Run 1, routed metal per tile:
(2 px per µm) 32 x 32 tiles, from dark purple (low) to yellow (high), scaled to the fullest tile. Values are wire area over tile area, all layers added.
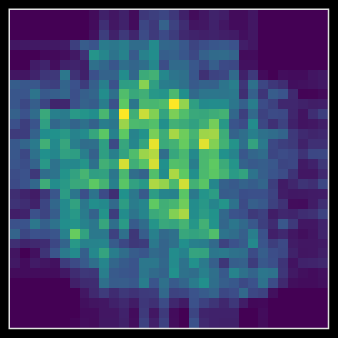
Run 1, cell outlines without signal wires:
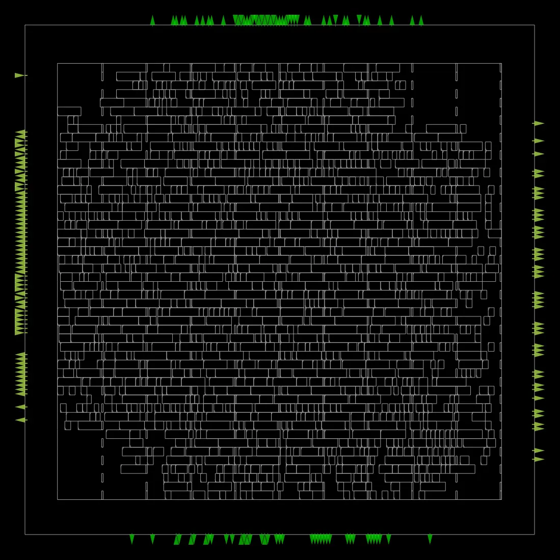
Run 1, drive-strength map:
(1.5 px per µm)
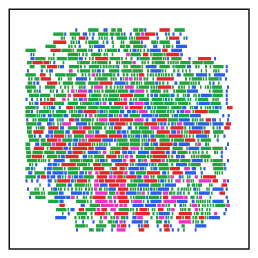
==> src/rtl/fft4_input_framer.sv <==
// Serial-to-parallel input stage for the 4-point FFT core: collects four complex
// samples per frame, loads them into registered outputs and produces latency-matched strobes.
module fft4_input_framer #(
  parameter int DW         = 16,
  parameter int CORE_LAT   = 2,
  parameter bit CHECK_LAST = 1'b1
) (
  input  logic          clk,
  input  logic          reset,
  input  logic          s_valid,
  output logic          s_ready,
  input  logic [DW-1:0] s_re,
  input  logic [DW-1:0] s_im,
  input  logic          s_last,
  input  logic          err_clr,
  output logic [DW-1:0] x0_re,
  output logic [DW-1:0] x0_im,
  output logic [DW-1:0] x1_re,
  output logic [DW-1:0] x1_im,
  output logic [DW-1:0] x2_re,
  output logic [DW-1:0] x2_im,
  output logic [DW-1:0] x3_re,
  output logic [DW-1:0] x3_im,
  output logic          frame_valid,
  output logic          fft_valid,
  output logic [15:0]   frame_cnt,
  output logic          err_sticky
);

  logic [1:0]          idx;
  logic [DW-1:0]       h0_re, h0_im, h1_re, h1_im, h2_re, h2_im;
  logic [CORE_LAT-1:0] fv_dly;
  logic                beat;
  logic                new_err;

  assign beat = s_valid && s_ready;

  // A framing error is s_last on the wrong beat: early on beats 0..2, missing on beat 3.
  always_comb begin
    new_err = 1'b0;
    if (beat && CHECK_LAST)
      new_err = (idx == 2'd3) ? !s_last : s_last;
  end

  always_ff @(posedge clk) begin
    if (reset) begin
      s_ready     <= 1'b0;
      idx         <= 2'd0;
      h0_re       <= '0;
      h0_im       <= '0;
      h1_re       <= '0;
      h1_im       <= '0;
      h2_re       <= '0;
      h2_im       <= '0;
      x0_re       <= '0;
      x0_im       <= '0;
      x1_re       <= '0;
      x1_im       <= '0;
      x2_re       <= '0;
      x2_im       <= '0;
      x3_re       <= '0;
      x3_im       <= '0;
      frame_valid <= 1'b0;
      frame_cnt   <= 16'd0;
      err_sticky  <= 1'b0;
      fv_dly      <= '0;
    end else begin
      s_ready     <= 1'b1;
      frame_valid <= 1'b0;
      if (beat) begin
        if (idx == 2'd3) begin
          // The fourth sample bypasses the hold registers so the whole frame loads in one edge.
          x0_re       <= h0_re;
          x0_im       <= h0_im;
          x1_re       <= h1_re;
          x1_im       <= h1_im;
          x2_re       <= h2_re;
          x2_im       <= h2_im;
          x3_re       <= s_re;
          x3_im       <= s_im;
          frame_valid <= 1'b1;
          frame_cnt   <= frame_cnt + 16'd1;
          idx         <= 2'd0;
        end else begin
          case (idx)
            2'd0:    begin h0_re <= s_re; h0_im <= s_im; end
            2'd1:    begin h1_re <= s_re; h1_im <= s_im; end
            default: begin h2_re <= s_re; h2_im <= s_im; end
          endcase
          idx <= (CHECK_LAST && s_last) ? 2'd0 : idx + 2'd1;
        end
      end
      if (new_err)
        err_sticky <= 1'b1;
      else if (err_clr)
        err_sticky <= 1'b0;
      fv_dly[0] <= frame_valid;
      for (int i = 1; i < CORE_LAT; i++)
        fv_dly[i] <= fv_dly[i-1];
    end
  end

  assign fft_valid = fv_dly[CORE_LAT-1];

endmodule

==> config.mk <==
export PLATFORM = sky130hd
export DESIGN_NAME = fft4_input_framer
export DESIGN_NICKNAME = d
export VERILOG_FILES = /design/src/rtl/fft4_input_framer.sv
export SDC_FILE = /design/constraint.sdc
export NUM_CORES = 1
export LEC_CHECK = 0
export ABC_AREA = 1
export CAP_MARGIN = 40
export CORE_MARGIN = 10
export CORE_UTILIZATION = 46
export DETAILED_ROUTE_END_ITERATION = 6
export HOLD_SLACK_MARGIN = 0.03
export PLACE_DENSITY_LB_ADDON = 0.25
export SYNTH_ARGS = -nofsm -noshare
export SYNTH_HDL_FRONTEND = slang
export SYNTH_SLANG_ARGS = --single-unit
==> constraint.sdc <==
create_clock -name clk -period 1.29 [get_ports clk]
set_input_delay 0.258 -clock clk [delete_from_list [all_inputs] [get_ports clk]]
set_output_delay 0.258 -clock clk [all_outputs]
set_load 0.01 [all_outputs]
==> impl_table.tex, run 1 <==
% Implementation results table
\begin{tabular}{lr}
\hline
Metric & Value \\
\hline
\multicolumn{2}{l}{\textbf{Timing}} \\
\quad Worst Clk Skew & between 15 and 20 ps \\
\quad Final hold viol count & 0 \\
\quad Final setup margin & -224 ps \\
\quad Setup-failing EPs final & 225 \\
\multicolumn{2}{l}{\textbf{Power and ir drop}} \\
\quad Power density cells & 1150 nW/µm² \\
\multicolumn{2}{l}{\textbf{Yosys}} \\
\quad Top comb family, area & simple AND/OR/NAND/NOR gates \\
\quad Sequential area share after synthesis & 55.7\% \\
\quad Async SR Flop Fraction & 0\% \\
\quad Number of synthesized flops with an enable pin & 0 \\
\quad Post-synthesis simple-gate area fraction & around 24\% \\
\quad Top-area cell type share of the netlist area & 55.7\% \\
\multicolumn{2}{l}{\textbf{Die}} \\
\quad Chip Height & roughly 160 µm \\
\multicolumn{2}{l}{\textbf{Worst setup path}} \\
\quad Worst Setup End Kind & flip-flop \\
\quad Reg-to-reg critical path startpoint & idx[1]\$\_SDFFE\_PP0P\_ \\
\quad Category of the most critical setup path & flip-flop to flip-flop \\
\multicolumn{2}{l}{\textbf{Global routing}} \\
\quad Maximum number of pins on one net before global-route repair & 75 \\
\multicolumn{2}{l}{\textbf{Routing}} \\
\quad Residual DRC & 0 \\
\multicolumn{2}{l}{\textbf{Status}} \\
\quad Run status & complete, but fails checks \\
\quad Failing checks & setup timing \\
\multicolumn{2}{l}{\textbf{CTS}} \\
\quad Clock tree from TritonCTS & done \\
\multicolumn{2}{l}{\textbf{Placement}} \\
\quad Weighted congestion reported at the end of routability-driven placement & 0.841 \\
\multicolumn{2}{l}{\textbf{Layout}} \\
\quad Ant diodes & 0 \\
\hline
\end{tabular}
Notes on 'routed metal per tile' above:
densest ninth of the die = center
nearly empty tiles = 14%
tiles over half the peak = 17%
emptiest ninth of the die = north-east

Notes on 'cell outlines without signal wires' above:
Core Util, Final: 71.5%
number of cells in the finished layout apart from fillers: 1651
layout sequential cell count: 247
tap cells: 260
sequential fraction of total cell area: 37.4%

Notes on 'drive-strength map' above:
blue -> drive 2  # cells 308
magenta -> drive 3 to 4  # cells 96
green -> drive 1 or less  # cells 862
red -> drive 6 and up  # cells 125
final setup margin: -224 ps
count of non-CTS buffers in the layout: 298
post-layout instance area: 13500 µm²
Syn-to-layout area delta: 51.8%

run 1: repair_timing:
item | 4_1_cts | 5_1_grt
pin swaps | 17 | 54
setup buffers | 13 | 10
hold endpoints to repair | 7 | 0
hold buffers | 1 | 0
resized | 675 | 246
gates cloned | 7 | 13
setup endpoints to repair | 376 | 290
run 1: registers in the layout (all words and copies together) (netlist names), 16 cells and up:
register and cells:
h1_re 16, h2_re 16, x2_re 16, frame_cnt 16
x3_im 16, x1_im 16, x0_im 16, x0_re 16
x1_re 16, x3_re 16, h2_im 16, h0_im 16
x2_im 16, h1_im 16, h0_re 16
run 1: through the flow:
stage               instance area [µm²]  utilization [%]  power, W  cells  TNS, ps
floorplan                          8970                -   0.00820   1138        0
global placement                  11700             62.0   0.00871   1569   -84050
detailed placement                11700             62.0   0.00872   1569   -92480
CTS                               12200             64.8    0.0152   1629   -14810
global route                      13500             71.5    0.0158   1651   -40150
finish                            13500             71.5    0.0154   1651   -26000
run 1: cells by family after synthesis:
group,count (synthesis)
AOI/OAI and AO/OA,243
xor gates and xnor gates,2
adders and majority gates,5
buffers and inverters,110
DFF,247
and+or+nand+nor,531
run 1: worst min path at each step:
stage / from / end / slack (ps) / depth (start not counted)
detailed placement: frame_valid$_SDFF_PP0_ / fv_dly[0]$_SDFF_PP0_ / 410 / 2
floorplan: fv_dly[0]$_SDFF_PP0_ / fv_dly[1]$_SDFF_PP0_ / 390 / 2
finish: err_clr / err_sticky$_SDFFE_PP0P_ / 370 / 4
global route: err_clr / err_sticky$_SDFFE_PP0P_ / 390 / 4
CTS: err_clr / err_sticky$_SDFFE_PP0P_ / 370 / 4
global placement: fv_dly[0]$_SDFF_PP0_ / fv_dly[1]$_SDFF_PP0_ / 400 / 2
run 1: final cells by class:
cell class                      count  area (µm²)
Fill cell                        1355        5370
Tap cell                          260         325
Clock inverter                     10        63.8
Multi-Input combinational cell    781        4260
Sequential cell                   247        5040
Inverter                           25        97.6
Clock buffer                       30         653
Timing Repair Buffer              298        3030
run 1: power by group through the flow:
stage / Combinational (W) / Sequential [W] / Clock (W)
final: 0.00118 / 0.00773 / 0.00654
after global routing: 0.00121 / 0.00773 / 0.00688
after global placement: 0.000809 / 0.00790 / 0
after floorplan: 0.000309 / 0.00790 / 0
after detailed placement: 0.000815 / 0.00790 / 0
after CTS: 0.000886 / 0.00773 / 0.00660
run 1: cells in the final DEF (no fill, tap or decap), drive strengths merged, types with 11 or more instances in the layout:
master / netlist / routed
clkdlybuf4s50: 0 / 35
nand3: 104 / 104
buf: 24 / 251
clkinv: 2 / 11
nand2: 388 / 388
dfxtp: 247 / 247
a21oi: 235 / 235
clkbuf: 61 / 40
inv: 23 / 23
nor2: 31 / 31
run 1: per-layer routing:
metal | up-vias | part of all wire [%]
met4 | 0 | 5.1
li1 | 4218 | -
met3 | 125 | 9.4
met5 | - | 0
met2 | 460 | 47
met1 | 4333 | 39
run 1: critical path: stages (launching register included):
cell and delay, ps:
dfxtp_4 360, ha_4 190, nor2_4 160, buf_6 150, buf_8 140, buf_8 150
nand3_2 70, a21oi_1 220
## Run 2: what changed since run 1
SKIP_CTS_REPAIR_TIMING = 1   (was not set)
clock period = 1.3 ns   (was 1.29 ns; I/O delays follow)
Run 2, drive-strength map:
(1.5 px per µm)
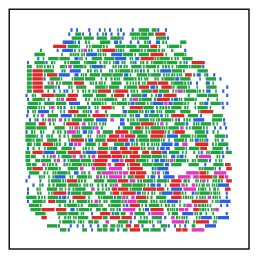
green -> drive 1 or less  # cells 990
magenta -> drive 3 to 4  # cells 73
blue -> drive 2  # cells 209
red -> drive 6 and up  # cells 115
count of non-CTS buffers in the layout: 286
Syn-to-layout area delta: 46.0%
post-layout instance area: 12900 µm²
final setup margin: -170 ps

==> run 2 against run 1 <==
  * The flow still finishes with violations (setup timing)
  * Flip-flop count unchanged
  * Combinational power down about 10%
  * Critical path depth rose by 1
  * Clock power is 15% higher
  * Cell area decreased by 3.8%
  * Sequential share of layout area rose by 1.4 points
  * Sequential power decreased by 0.9%
  * Synthesized cell count unchanged
  * Routed wire length shrank 10%
  * Clock skew is 9.8 ps lower
  * Die size unchanged
  * Worst hold slack worse by 330 ps
  * Critical endpoint is now x1_re[2]$_SDFFE_PP0P_
  * Largest power group unchanged
  * Highest routed layer unchanged
==> impl_table.tex, run 2 <==
% Implementation results table
\begin{tabular}{lr}
\hline
Metric & Value \\
\hline
\multicolumn{2}{l}{\textbf{Yosys}} \\
\quad Top cells by area & dfxtp\_1 (56\%), nand2\_1 (16\%), a21oi\_1 (13\%) \\
\quad Async SR Flop Fraction & 0\% (unchanged) \\
\quad Number of synthesized flops with an enable pin & 0 (unchanged) \\
\quad Top-area cell type share of the netlist area & 55.7\% (unchanged) \\
\quad Sequential area share after synthesis & 55.7\% (unchanged) \\
\multicolumn{2}{l}{\textbf{Layout}} \\
\quad Area taken by flip-flops and latches & 5020 µm² (-0.30\%) \\
\quad Area occupied by multi-input gates & 3810 µm² (-11\%) \\
\quad Most common logic cells in the final layout & nand2\_1 (377), dfxtp\_1 (206), a21oi\_1 (199), clkbuf\_2 (96), nand3\_1 (89) \\
\quad Share of layout cells above drive strength 1 & around 29\% \\
\quad Most instantiated logic cell after routing & nand2\_1 \\
\quad Number of fillers in the final layout & 1512 (+12\%) \\
\quad Number of cells in the finished layout apart from fillers & 1647 (-0.24\%) \\
\quad Ant diodes & 0 (unchanged) \\
\multicolumn{2}{l}{\textbf{Die}} \\
\quad Chip Height & 159 µm (unchanged) \\
\quad Core area & 18800 µm² \\
\quad I/O Pins & 185 \\
\multicolumn{2}{l}{\textbf{Worst setup path}} \\
\quad Worst setup path end & x1\_re[2]\$\_SDFFE\_PP0P\_ \\
\quad Data arrival at the endpoint of the critical path & 1920 ps \\
\quad Reg-to-reg critical path startpoint & idx[1]\$\_SDFFE\_PP0P\_ \\
\quad Slowest stage delay, CP & 380 ps (+20 ps) \\
\quad Worst Path Required & 1750 ps \\
\quad Critical path's slowest cell & dfxtp\_4 \\
\quad Worst Path Max Fanout & 11 \\
\quad Critical path cell sequence & ha\_4, inv\_4, nor2\_4, buf\_12, buf\_8, buf\_4, nand2\_1, a21oi\_1 \\
\quad Category of the most critical setup path & flip-flop to flip-flop \\
\quad Worst Setup End Kind & flip-flop \\
\multicolumn{2}{l}{\textbf{CTS}} \\
\quad Clock tree from TritonCTS & done \\
\quad Total CTS buffers & 26 \\
\multicolumn{2}{l}{\textbf{Placement}} \\
\quad Weighted congestion reported at the end of routability-driven placement & 0.860 (+2.2\%) \\
\quad Placed Area & 11900 µm² (+2.0\%) \\
\quad Total placed cells including tap cells & 1580 (+0.70\%) \\
\multicolumn{2}{l}{\textbf{Routing}} \\
\quad Residual DRC & 0 (unchanged) \\
\quad Routed Wire Length & 30.3 mm \\
\quad Vias per cell & approximately 5.3 \\
\multicolumn{2}{l}{\textbf{Power and ir drop}} \\
\quad Power density cells & 1250 nW/µm² (+9.2\%) \\
\quad Worst vdd rail ir drop & between 1 and 1.5 mV \\
\multicolumn{2}{l}{\textbf{Timing}} \\
\quad Final setup margin & -170 ps (+53.2 ps) \\
\quad Final hold viol count & 0 (unchanged) \\
\quad Setup-failing EPs final & 232 (+3.1\%) \\
\quad Worst Clk Skew & 8.08 ps (-9.83 ps) \\
\multicolumn{2}{l}{\textbf{Status}} \\
\quad Run status & complete, but fails checks \\
\quad Failing checks & setup timing \\
\multicolumn{2}{l}{\textbf{Min path}} \\
\quad Class of the tightest hold or removal check & input pin to flip-flop \\
\multicolumn{2}{l}{\textbf{Global routing}} \\
\quad Maximum number of pins on one net before global-route repair & 66 (-12\%) \\
\hline
\end{tabular}
run 2: worst max-delay path: cells and delay by family (launching register included):
kind	cells	cell delay [ps]
buf+inv	4	470
fa+ha+maj	1	190
simple gates	2	220
compound gates	1	140
flops	1	380
run 2: worst min-delay path by stage:
stage          cells after the start                          to  slack, ps                 start
6_report                           2  frame_cnt[11]$_SDFFE_PP0P_         40                 reset
5_1_grt                            2     err_sticky$_SDFFE_PP0P_         50                 reset
4_1_cts                            2  frame_cnt[11]$_SDFFE_PP0P_         40                 reset
3_5_place_dp                       2        fv_dly[1]$_SDFF_PP0_        400  fv_dly[0]$_SDFF_PP0_
3_3_place_gp                       2        fv_dly[1]$_SDFF_PP0_        390  fv_dly[0]$_SDFF_PP0_
2_1_floorplan                      2        fv_dly[1]$_SDFF_PP0_        390  fv_dly[0]$_SDFF_PP0_
run 2: power groups by stage:
stage	Sequential (W)	Combinational, W	Clock (W)
finish	0.00766	0.00106	0.00751
CTS	0.00768	0.000879	0.00754
global placement	0.00784	0.000866	0
detailed placement	0.00784	0.000876	0
floorplan	0.00783	0.000300	0
global route	0.00766	0.00110	0.00789
run 2: routing by layer:
metal / routed length, µm / track usage (%) / up-vias
li1: - / - / 4188
met1: 12300 / 26.9 / 4059
met2: 14000 / 33.6 / 378
met3: 3110 / 7.46 / 61
met4: 896 / 5.98 / 0
met5: 0 / 0 / -
run 2: final cells by class:
class	count	share of cell area (%)
Sequential cell	247	38.8
Multi-Input combinational cell	781	29.4
Clock inverter	8	0.551
Tap cell	260	2.51
Clock buffer	40	6.21
Inverter	25	0.744
Timing Repair Buffer	286	21.8
run 2: kinds of logic (layout without fill, tap and decap cells):
family | after synthesis | after routing | synth area share, %
buf+inv | 110 | 359 | 5.16
fa+ha+maj | 5 | 5 | 0.705
simple gates | 531 | 531 | 24.4
compound gates | 243 | 243 | 13.8
flops | 247 | 247 | 55.7
xor+xnor | 2 | 2 | 0.198
run 2: stage by stage:
| stage | setup slack [ps] | util, % | hold WS (ps) | total power, W | setup TNS (ps) |
|---|---|---|---|---|---|
| floorplan | -67.7 | - | 388 | 0.00813 | -2030 |
| finish | -170 | 68.8 | 42.6 | 0.0162 | -19740 |
| detailed placement | -498 | 63.2 | 403 | 0.00872 | -99010 |
| CTS | -511 | 67.8 | 37.0 | 0.0161 | -75110 |
| global placement | -460 | 63.2 | 394 | 0.00871 | -92560 |
| global route | -248 | 68.8 | 48.9 | 0.0167 | -35840 |
## Run 3: what changed since run 2
CORE_UTILIZATION = 56   (was 46)
DONT_BUFFER_PORTS = 1   (was not set)
SKIP_LAST_GASP = 1   (was not set)
Run 3, drive-strength map:
(2 px per µm)
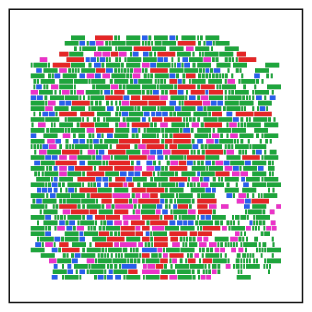
magenta -> drive 3 to 4  # cells 116
green -> drive 1 or less  # cells 818
red -> drive 6 and up  # cells 116
blue -> drive 2  # cells 156

==> run 3 against run 2 <==
  * The run ends with hold timing, setup timing left
  * Routed wire length increased by 16%
  * Register-to-register slack lost 120 ps
  * Final cell count fell by 14%
  * Area after synthesis unchanged
  * Worst hold slack got worse by 180 ps
  * Critical path depth did not move
  * Die size shrank 16%
  * Combinational power is 43% lower
  * Cell area fell by 2.7%
  * First-iteration DRC count is 41% higher
  * Worst setup slack got worse by 120 ps
  * Clock skew grew 2.2 ps
  * Critical endpoint is now x3_re[2]$_SDFFE_PP0P_
  * Largest power group is now the clock network
==> impl_table.tex, run 3 <==
% Implementation results table
\begin{tabular}{lr}
\hline
Metric & Value \\
\hline
\multicolumn{2}{l}{\textbf{Worst setup path}} \\
\quad Worst Setup End Kind & flip-flop \\
\quad Worst Path Max Fanout & 8 (-3) \\
\quad Data arrival at the endpoint of the critical path & 2030 ps (+110 ps) \\
\quad Worst Path Required & 1730 ps (-20 ps) \\
\multicolumn{2}{l}{\textbf{Timing}} \\
\quad Setup-failing EPs final & 243 (+4.7\%) \\
\quad Setup Total Neg Slack & -37250 ps (-17510 ps) \\
\quad Worst hold-check slack & -142 ps (-184 ps) \\
\quad Worst Clk Skew & 10.3 ps (+2.24 ps) \\
\quad Final setup margin & -294 ps (-124 ps) \\
\quad Final hold viol count & 143 (+143) \\
\multicolumn{2}{l}{\textbf{Power and ir drop}} \\
\quad Power density cells & 1300 nW/µm² (+3.6\%) \\
\quad Final total power & 0.0164 W (+0.88\%) \\
\quad Worst vdd rail ir drop & 1.01 mV (+0.71\%) \\
\multicolumn{2}{l}{\textbf{Routing}} \\
\quad Vias per cell & 6.17 (+17\%) \\
\multicolumn{2}{l}{\textbf{Layout}} \\
\quad Share of layout cells above drive strength 1 & 32.2\% (+3.5 points) \\
\quad Most common logic cells in the final layout & nand2\_1 (284), dfxtp\_1 (244), a21oi\_1 (122), a21oi\_2 (113), nand3\_1 (94) \\
\quad Syn-to-layout area delta & 42.1\% \\
\quad Most instantiated logic cell after routing & nand2\_1 \\
\quad Number of fillers in the final layout & 821 (-46\%) \\
\quad Core Util, Final & 82.0\% (+13 points) \\
\multicolumn{2}{l}{\textbf{Placement}} \\
\quad Weighted congestion reported at the end of routability-driven placement & 0.806 (-6.2\%) \\
\quad Post-place setup slack & -87.8 ps (+410 ps) \\
\multicolumn{2}{l}{\textbf{CTS}} \\
\quad Total CTS buffers & 25 (-3.8\%) \\
\quad Clock tree from TritonCTS & done \\
\multicolumn{2}{l}{\textbf{Yosys}} \\
\quad Top-area cell type share of the netlist area & 55.7\% (unchanged) \\
\quad Top cells by area & dfxtp\_1 (56\%), nand2\_1 (16\%), a21oi\_1 (13\%) \\
\quad Sequential area share after synthesis & 55.7\% (unchanged) \\
\quad Async SR Flop Fraction & 0\% (unchanged) \\
\multicolumn{2}{l}{\textbf{Status}} \\
\quad Run status & complete, but fails checks \\
\quad Failing checks & hold timing, setup timing \\
\multicolumn{2}{l}{\textbf{Die}} \\
\quad Core area & 15400 µm² (-18\%) \\
\quad I/O Pins & 185 (unchanged) \\
\quad Chip Height & 146 µm (-8.2\%) \\
\hline
\end{tabular}
==> run 3: cell counts after synthesis <==
No cell type changed its count.
==> run 3: cell families (layout without fill, tap and decap cells) <==
| logic type | Yosys count | count (layout) | share of synthesized area, % |
|---|---|---|---|
| xor+xnor | 2 | 2 | 0.198 |
| other cells | 0 | 2 | 0 |
| fa+ha+maj | 5 | 5 | 0.705 |
| compound gates | 243 | 243 | 13.8 |
| flops | 247 | 247 | 55.7 |
| buf+inv | 110 | 178 | 5.16 |
| simple gates | 531 | 531 | 24.4 |
==> run 3: metal layers <==
metal	global-route usage [%]	wire length [µm]	vias up
met3	11.3	5280	178
met1	27.5	11900	4138
met4	7.43	2420	0
li1	-	-	3839
met5	0	0	-
met2	35.9	15400	606
==> run 3: worst paths after layout <==
path                            endpoint  cells past startpoint                    from
setup / recovery   x3_re[2]$_SDFFE_PP0P_                      8     idx[1]$_SDFFE_PP0P_
hold / removal     x3_re[0]$_SDFFE_PP0P_                      2                 s_re[0]
hold reg to reg   x2_re[13]$_SDFFE_PP0P_                      2  h2_re[13]$_SDFFE_PP0P_
setup reg to reg   x3_re[2]$_SDFFE_PP0P_                      8     idx[1]$_SDFFE_PP0P_
==> run 3: stage by stage <==
stage,std cells,cell area (µm²),hold slack [ps]
detailed placement,1323,9440,356
floorplan,1138,8920,388
CTS,1368,10400,-177
global placement,1323,9440,350
global route,1418,12600,-189
finish,1419,12600,-142
==> run 3: area by class of cell <==
class                      instances  area [µm²]  area share [%]
timing repair buffer             108        1670            13.2
clock buffer                      37         761            6.04
clock inverter                     8         165            1.31
tap                              211         264            2.10
antenna                            2        5.00          0.0397
multi-input combinational        781        4680            37.1
sequential                       247        4950            39.3
inverter                          25         108           0.854
==> run 3: report_power, final <==
group          switching [W]  total (W)  internal, W
combinational       0.000323   0.000605     0.000282
clock                0.00304    0.00806      0.00502
sequential         0.0000656    0.00770      0.00763
==> run 3: worst max-delay path: stages, from the launching register on <==
cell       delay (ps)
dfxtp_2           370
ha_4              190
inv_4              60
nor2_4            130
buf_12            150
clkbuf_16         180
clkbuf_16         160
nand2_1            70
a21oi_1           180

==> gallery <==
PDN straps and rails.
(3 px per µm) Pins as bars on the die edge.
(a)
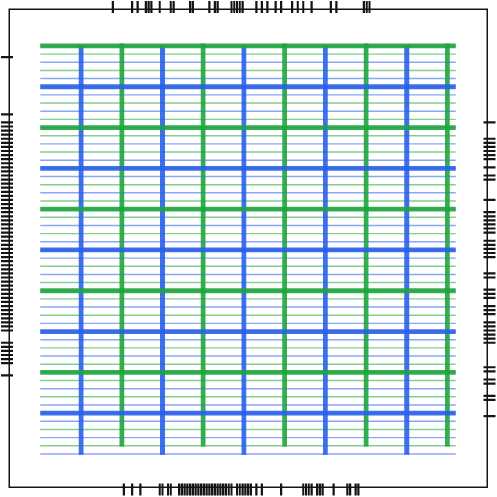
(b)
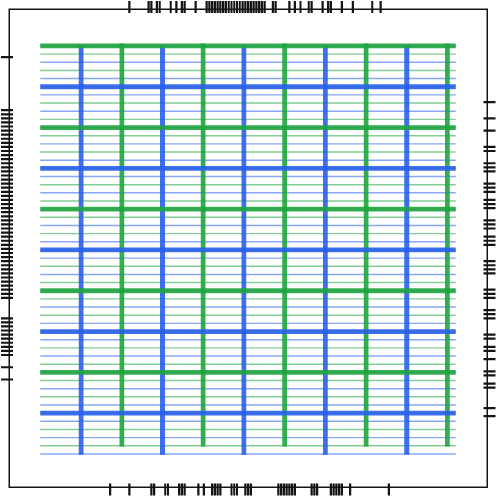
Run 2 is (a).
Run 1 is (b).

Key to (a):
blue -> VSS
green -> VDD
signal pins = 185
rows = 50
met5 straps = 10
met1 rails = 51

Power and IR drop assume default switching activity.
